==> config.mk <==
export PLATFORM = sky130hd
export DESIGN_NAME = pe_array_cfg_seq
export DESIGN_NICKNAME = d
export VERILOG_FILES = /design/src/rtl/pe_cfg_pkg.sv /design/src/rtl/pe_array_cfg_seq.sv
export SDC_FILE = /design/constraint.sdc
export NUM_CORES = 1
export LEC_CHECK = 0
export CELL_PAD_IN_SITES_DETAIL_PLACEMENT = 1
export CELL_PAD_IN_SITES_GLOBAL_PLACEMENT = 1
export CORE_ASPECT_RATIO = 1.75
export CORE_MARGIN = 3
export CORE_UTILIZATION = 26
export CTS_BUF_LIST = sky130_fd_sc_hd__clkbuf_4
export DETAILED_ROUTE_END_ITERATION = 8
export PLACE_DENSITY_LB_ADDON = 0.1
export REMOVE_ABC_BUFFERS = 1
export SLEW_MARGIN = 10
export SYNTH_ARGS = -nofsm -noshare
export SYNTH_HDL_FRONTEND = slang
export SYNTH_SLANG_ARGS = --single-unit
==> constraint.sdc <==
create_clock -name clk -period 2.2 [get_ports clk]
set_input_delay 0.55 -clock clk [delete_from_list [all_inputs] [get_ports clk]]
set_output_delay 0.55 -clock clk [all_outputs]
set_load 0.1 [all_outputs]
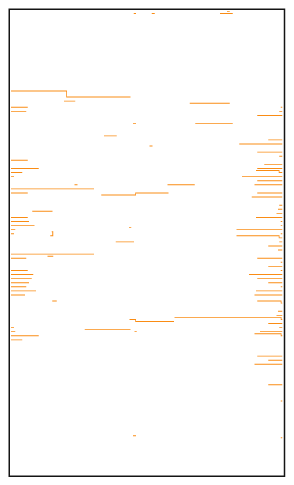
*Met3 routing, run 1*
Drawn at 3 px/um.
longest straight run: 35.4 um
wire length on this layer: 638 um
DR vias: 3822
GRT met3 Usage: 4.45%

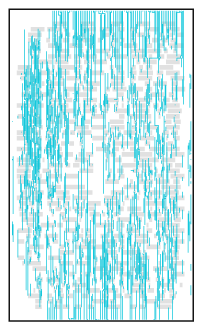
*Signal wires on met2, run 1*
Drawn at 2 px/um.
longest straight run: 58.6 um
nets with wire on the layer: 675
total wire length after detailed routing: 14500 um
M2 GR Usage: 39.8%

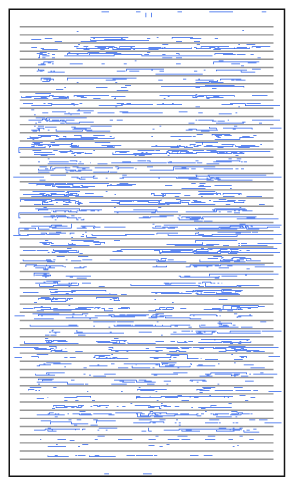
*M1 wires, run 1*
Drawn at 3 px/um. Supply wires on this layer in gray.
longest straight run: 39.1 um
nets with wire on the layer: 610
met1 usage: 20.1%

==> results.py, run 1 <==
# Auto-generated metrics
metrics = {
    "global_route": {
        "grt_usage_pct": 20.1,
        "grt_pass1_vias": 4060,
    },
    "synth": {
        "edf_count": 0,
        "ys_sh_simple_pct": 36.9,
        "adder_share_pct": 0.757,
        "synthCells": 439,
        "yosysChipArea_um2": 3310,
        "yosys_cells": 439,
        "avgSynthCellArea_um2": 7.53,
        "ys_warn_count": 0,
        "synth-seq-cells": 70,
    },
    "placed_design": {
        "place_congestion": 0.819,
    },
    "clock_network": {
        "numCtsBuffers": 9,
        "clk_pin_slew_worst_paths_ps": 120,
        "clock_latency_ps": 410,
        "root_buffer": "clkbuf_4",
        "h-tree-depth": 3,
        "cts_tree": "yes",
        "cts.sink_count": 70,
    },
    "final_layout": {
        "nNetsFinal": 734,
        "largest_register_ff_count": 48,
        "fillers": 1357,
        "drive_gt1_share_pct": 34.8,
    },
    "power": {
        "intPower_mw": 2.15,
        "vdd_ir_drop_max_mv": 0.282,
        "p_leak_nw": 2.76,
        "p_clk_share_pct": 35.3,
        "switching_power_uw": 799,
    },
    "critical_path": {
        "cp_data_arrival_time_ps": 1740,
        "rrSetupSlack_ps": 100,
        "path_buffers": 3,
        "path_delay_family": "buffers and inverters",
        "start_kind": "register",
    },
    "final_timing": {
        "period_used_pct": 104,
        "hold_viol_final": 0,
        "rsz0062_at_grt": "true",
        "fin_crit_ps": 2290,
        "setup_viol_count_final": 57,
        "finalWorstSetupSlack_ps": -88.3,
        "slew_violations": 0,
    },
    "floorplanning": {
        "fp_util_pct": 27.1,
        "fp.dieH_um": 155,
        "core_area_um2": 12200,
    },
    "route": {
        "vias_per_cell": 4.69,
    },
    "status": {
        "status": "finished, violations left",
        "failed_checks": "negative setup slack",
    },
    "hold_path": {
        "hp-class": "register to register",
    },
    "flow_run": {
        "drv_cap": 0,
    },
}
## run 1: power by group through the flow
stage | Sequential (mW) | Combinational (mW) | Clock (mW)
6_report | 1.35 | 0.552 | 1.04
5_1_grt | 1.36 | 0.595 | 1.12
4_1_cts | 1.35 | 0.546 | 1.08
3_5_place_dp | 1.38 | 0.525 | 0
3_3_place_gp | 1.38 | 0.514 | 0
2_1_floorplan | 1.44 | 0.168 | 0
## run 1: placed cells by master, fill, tap and decap left out, types with 3 or more instances in the layout
cell	instances
clkdlybuf4s50_1	84
and3_4	3
nor2_1	10
buf_8	3
a21oi_1	59
buf_4	26
nand4_1	4
nor3_1	5
and2_4	48
buf_12	104
dfxtp_1	67
buf_16	4
bufinv_16	3
nand2_1	120
nor3_4	6
clkbuf_4	9
inv_1	7
and2_1	36
## run 1: layout make-up
cell class / instances / area share, %
Timing Repair Buffer: 226 / 46.9
Clock buffer: 9 / 0.945
Inverter: 9 / 0.507
Clock inverter: 6 / 1.54
Sequential cell: 70 / 19.7
Multi-Input combinational cell: 330 / 27.6
Tap cell: 165 / 2.89
## run 1: cells in the mapped netlist (2+ instances only)
library cell,instances,area (um2)
clkbuf_1,18,67.6
and2_1,84,526
buf_6,4,45.0
a211oi_1,2,15.0
nor3_1,12,60.1
dfxtp_1,70,1400
inv_1,9,33.8
o21a_1,2,15.0
nand4_1,4,25.0
nand3_1,3,15.0
and3_1,5,31.3
nor2_1,11,41.3
buf_2,4,20.0
buf_4,4,30.0
xnor2_1,2,17.5
a21oi_1,59,295
nand2_1,120,450
o211ai_1,2,15.0
ha_1,2,25.0
## run 1: kinds of logic after synthesis
group                    count (synthesis)
AND-OR/OR-AND                           76
flip-flops                              70
adder cells (fa/ha/maj)                  2
multiplexers                             1
AND/OR/NAND/NOR                        248
XOR/XNOR                                 3
buffers and inverters                   39
## run 1: repair_timing
action                     in CTS  in global routing
gates cloned                    5                  2
setup buffers                   8                  3
setup endpoints to repair      82                 58
gates resized                  86                 12
pin swaps                      20                 22
hold buffers                    0                  0
## run 1: worst min-delay path, cell delays in order, from the launching register on
cell	delay, ps
dfxtp_1	330
nand2_1	50
a21oi_1	50
## run 1: metal layers
| metal | track usage, % | part of all wire (%) | up-vias |
|---|---|---|---|
| met4 | 7.19 | 2.3 | 0 |
| met2 | 39.8 | 59 | 104 |
| li1 | - | - | 1842 |
| met5 | 0 | 0 | - |
| met1 | 20.1 | 35 | 1854 |
| met3 | 4.45 | 4.4 | 22 |
## run 1: per-stage QoR
stage | util [%] | setup TNS, ps | power [mW] | instances | hold WS, ps
3_5_place_dp | 52.3 | -7010 | 1.91 | 782 | 442
2_1_floorplan | - | -109680 | 1.60 | 409 | 426
3_3_place_gp | 52.3 | -5530 | 1.89 | 782 | 436
6_report | 58.6 | -3220 | 2.95 | 815 | 461
4_1_cts | 57.5 | -5450 | 2.98 | 810 | 458
5_1_grt | 58.6 | -8600 | 3.08 | 815 | 465
### Cell placement, run 1

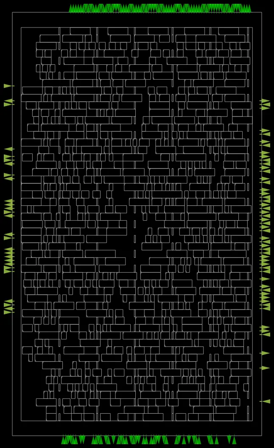

==> run 1 -> run 2 <==
--- a/config.mk
+++ b/config.mk
@@ -14,2 +14,3 @@
 export DETAILED_ROUTE_END_ITERATION = 8
+export HOLD_SLACK_MARGIN = 0.02
 export PLACE_DENSITY_LB_ADDON = 0.1
==> constraint.sdc (replaced) <==
create_clock -name clk -period 2.3 [get_ports clk]
set_input_delay 0.345 -clock clk [delete_from_list [all_inputs] [get_ports clk]]
set_output_delay 0.345 -clock clk [all_outputs]
set_load 0.1 [all_outputs]
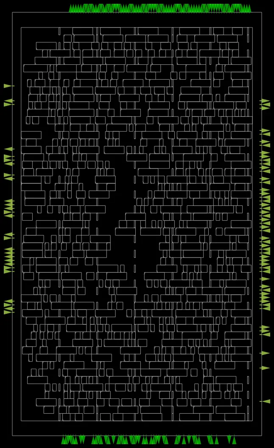
*Cell placement, run 2*
flop count: 70
Seq/total area: 21.5%
# Taps: 165
Non-Filler Instances: 796
utilization after layout: 53.6%

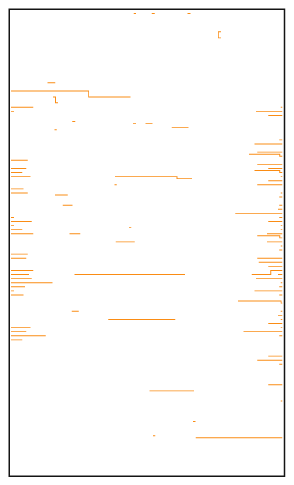
*Met3 routing, run 2*
Drawn at 3 px/um.
wire length on this layer: 565 um
main direction: horizontal
nets with wire on the layer: 90
share of all routed wire: 4.2%
longest straight run: 36.6 um
DR vias: 3687
total wire length after detailed routing: 13500 um
GRT met3 Usage: 3.63%

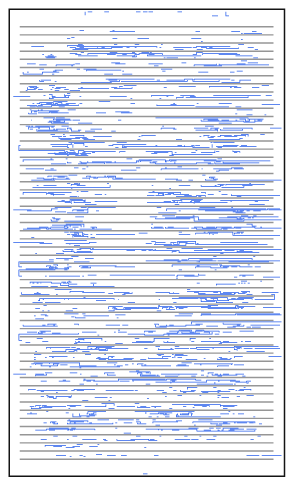
*M1 wires, run 2*
Drawn at 3 px/um. Supply wires on this layer in gray.
longest straight run: 33.1 um
main direction: horizontal
met1 usage: 19.6%

==> run 2 against run 1 <==
  * Highest routed layer is now met5
  * Sequential power fell by 4%
  * Global-route usage fell by 1.8 points
  * The run now ends clean
  * Cell count fell by 2.3%
  * Largest power group unchanged
  * Via count fell by 3.5%
  * Clock skew rose by 7.8 ps
  * Critical endpoint is now PE_en[36]
  * Non-clock buffer count fell by 20
  * Register-to-register slack improved by 320 ps
==> results.py, run 2 <==
# Auto-generated metrics
metrics = {
    "clock_network": {
        "clk_pin_slew_worst_paths_ps": 120,
        "h-tree-depth": 3,
        "numCtsBuffers": 9,
        "root_buffer": "clkbuf_4",
        "cts.sink_count": 70,
        "clock_latency_ps": 410,
    },
    "critical_path": {
        "rrSetupSlack_ps": 420,
        "start_kind": "register",
    },
    "floorplanning": {
        "core_area_um2": 12200,
        "fp.dieH_um": 155,
        "fp_util_pct": 27.1,
    },
    "global_route": {
        "grt_usage_pct": 18.3,
    },
    "status": {
        "status": "complete, no violations",
    },
    "synth": {
        "ys_warn_count": 0,
        "edf_count": 0,
        "synthCells": 439,
    },
    "final_timing": {
        "hold_viol_final": 0,
        "slew_violations": 0,
    },
    "flow_run": {
        "drv_cap": 0,
    },
    "placed_design": {
        "place_congestion": 0.878,
    },
    "final_layout": {
        "final_common_cell": "nand2_1",
    },
    "route": {
        "vias_per_cell": 4.63,
    },
}
==> run 2: critical path, stage by stage (launching register included) <==
cell and delay [ps]:
dfxtp_4 400, inv_1 110, nor3_4 240, buf_12 150, clkbuf_16 160, and2_1 200
buf_12 190
==> run 2: cell type report <==
type                            instances  share of cell area, %
Timing Repair Buffer                  206                   46.5
Multi-Input combinational cell        330                   26.7
Sequential cell                        70                   21.5
Tap cell                              165                   3.16
Clock buffer                            9                   1.03
Clock inverter                          7                  0.631
Inverter                                9                  0.517
==> run 2: timing repair <==
item / 4_1_cts / 5_1_grt
cloned: 0 / 2
setup endpoints to repair: 55 / 49
hold buffers: 0 / 0
gates resized: 4 / 8
buffers inserted: 0 / 2
pin swaps: 0 / 1
==> run 2: logic make-up (layout without fill, tap and decap cells) <==
kind of cell	count (synthesis)	in the layout	synth area share, %
xor+xnor	3	3	0.795
buf+inv	39	231	5.94
mux	1	1	0.303
fa+ha+maj	2	2	0.757
flops	70	70	42.4
compound gates	76	76	12.9
simple gates	248	248	36.9
==> run 2: report_power, final <==
part           total [mW]  internal (mW)  switching [mW]
clock network       0.662          0.213           0.449
logic               0.496          0.229           0.267
registers            1.29           1.27          0.0293
total                2.45           1.71           0.745
==> run 2: stage by stage <==
step | instances | setup slack (ps) | TNS (ps) | hold WS [ps]
6_report | 796 | 72.7 | 0 | 435
5_1_grt | 796 | -34.6 | -695 | 406
4_1_cts | 792 | 0.501 | 0 | 394
3_5_place_dp | 776 | 111 | 0 | 444
3_3_place_gp | 776 | 155 | 0 | 437
2_1_floorplan | 409 | -1300 | -75310 | 414
==> run 2: layer usage <==
| layer | global-route usage, % | wire length, um | vias up |
|---|---|---|---|
| met2 | 34.9 | 7730 | 106 |
| li1 | - | - | 1802 |
| met5 | 0 | 13 | - |
| met4 | 6.47 | 320 | 2 |
| met1 | 19.6 | 4890 | 1755 |
| met3 | 3.63 | 565 | 22 |
Power figures rest on the tool's default switching activity, not on a simulated workload.
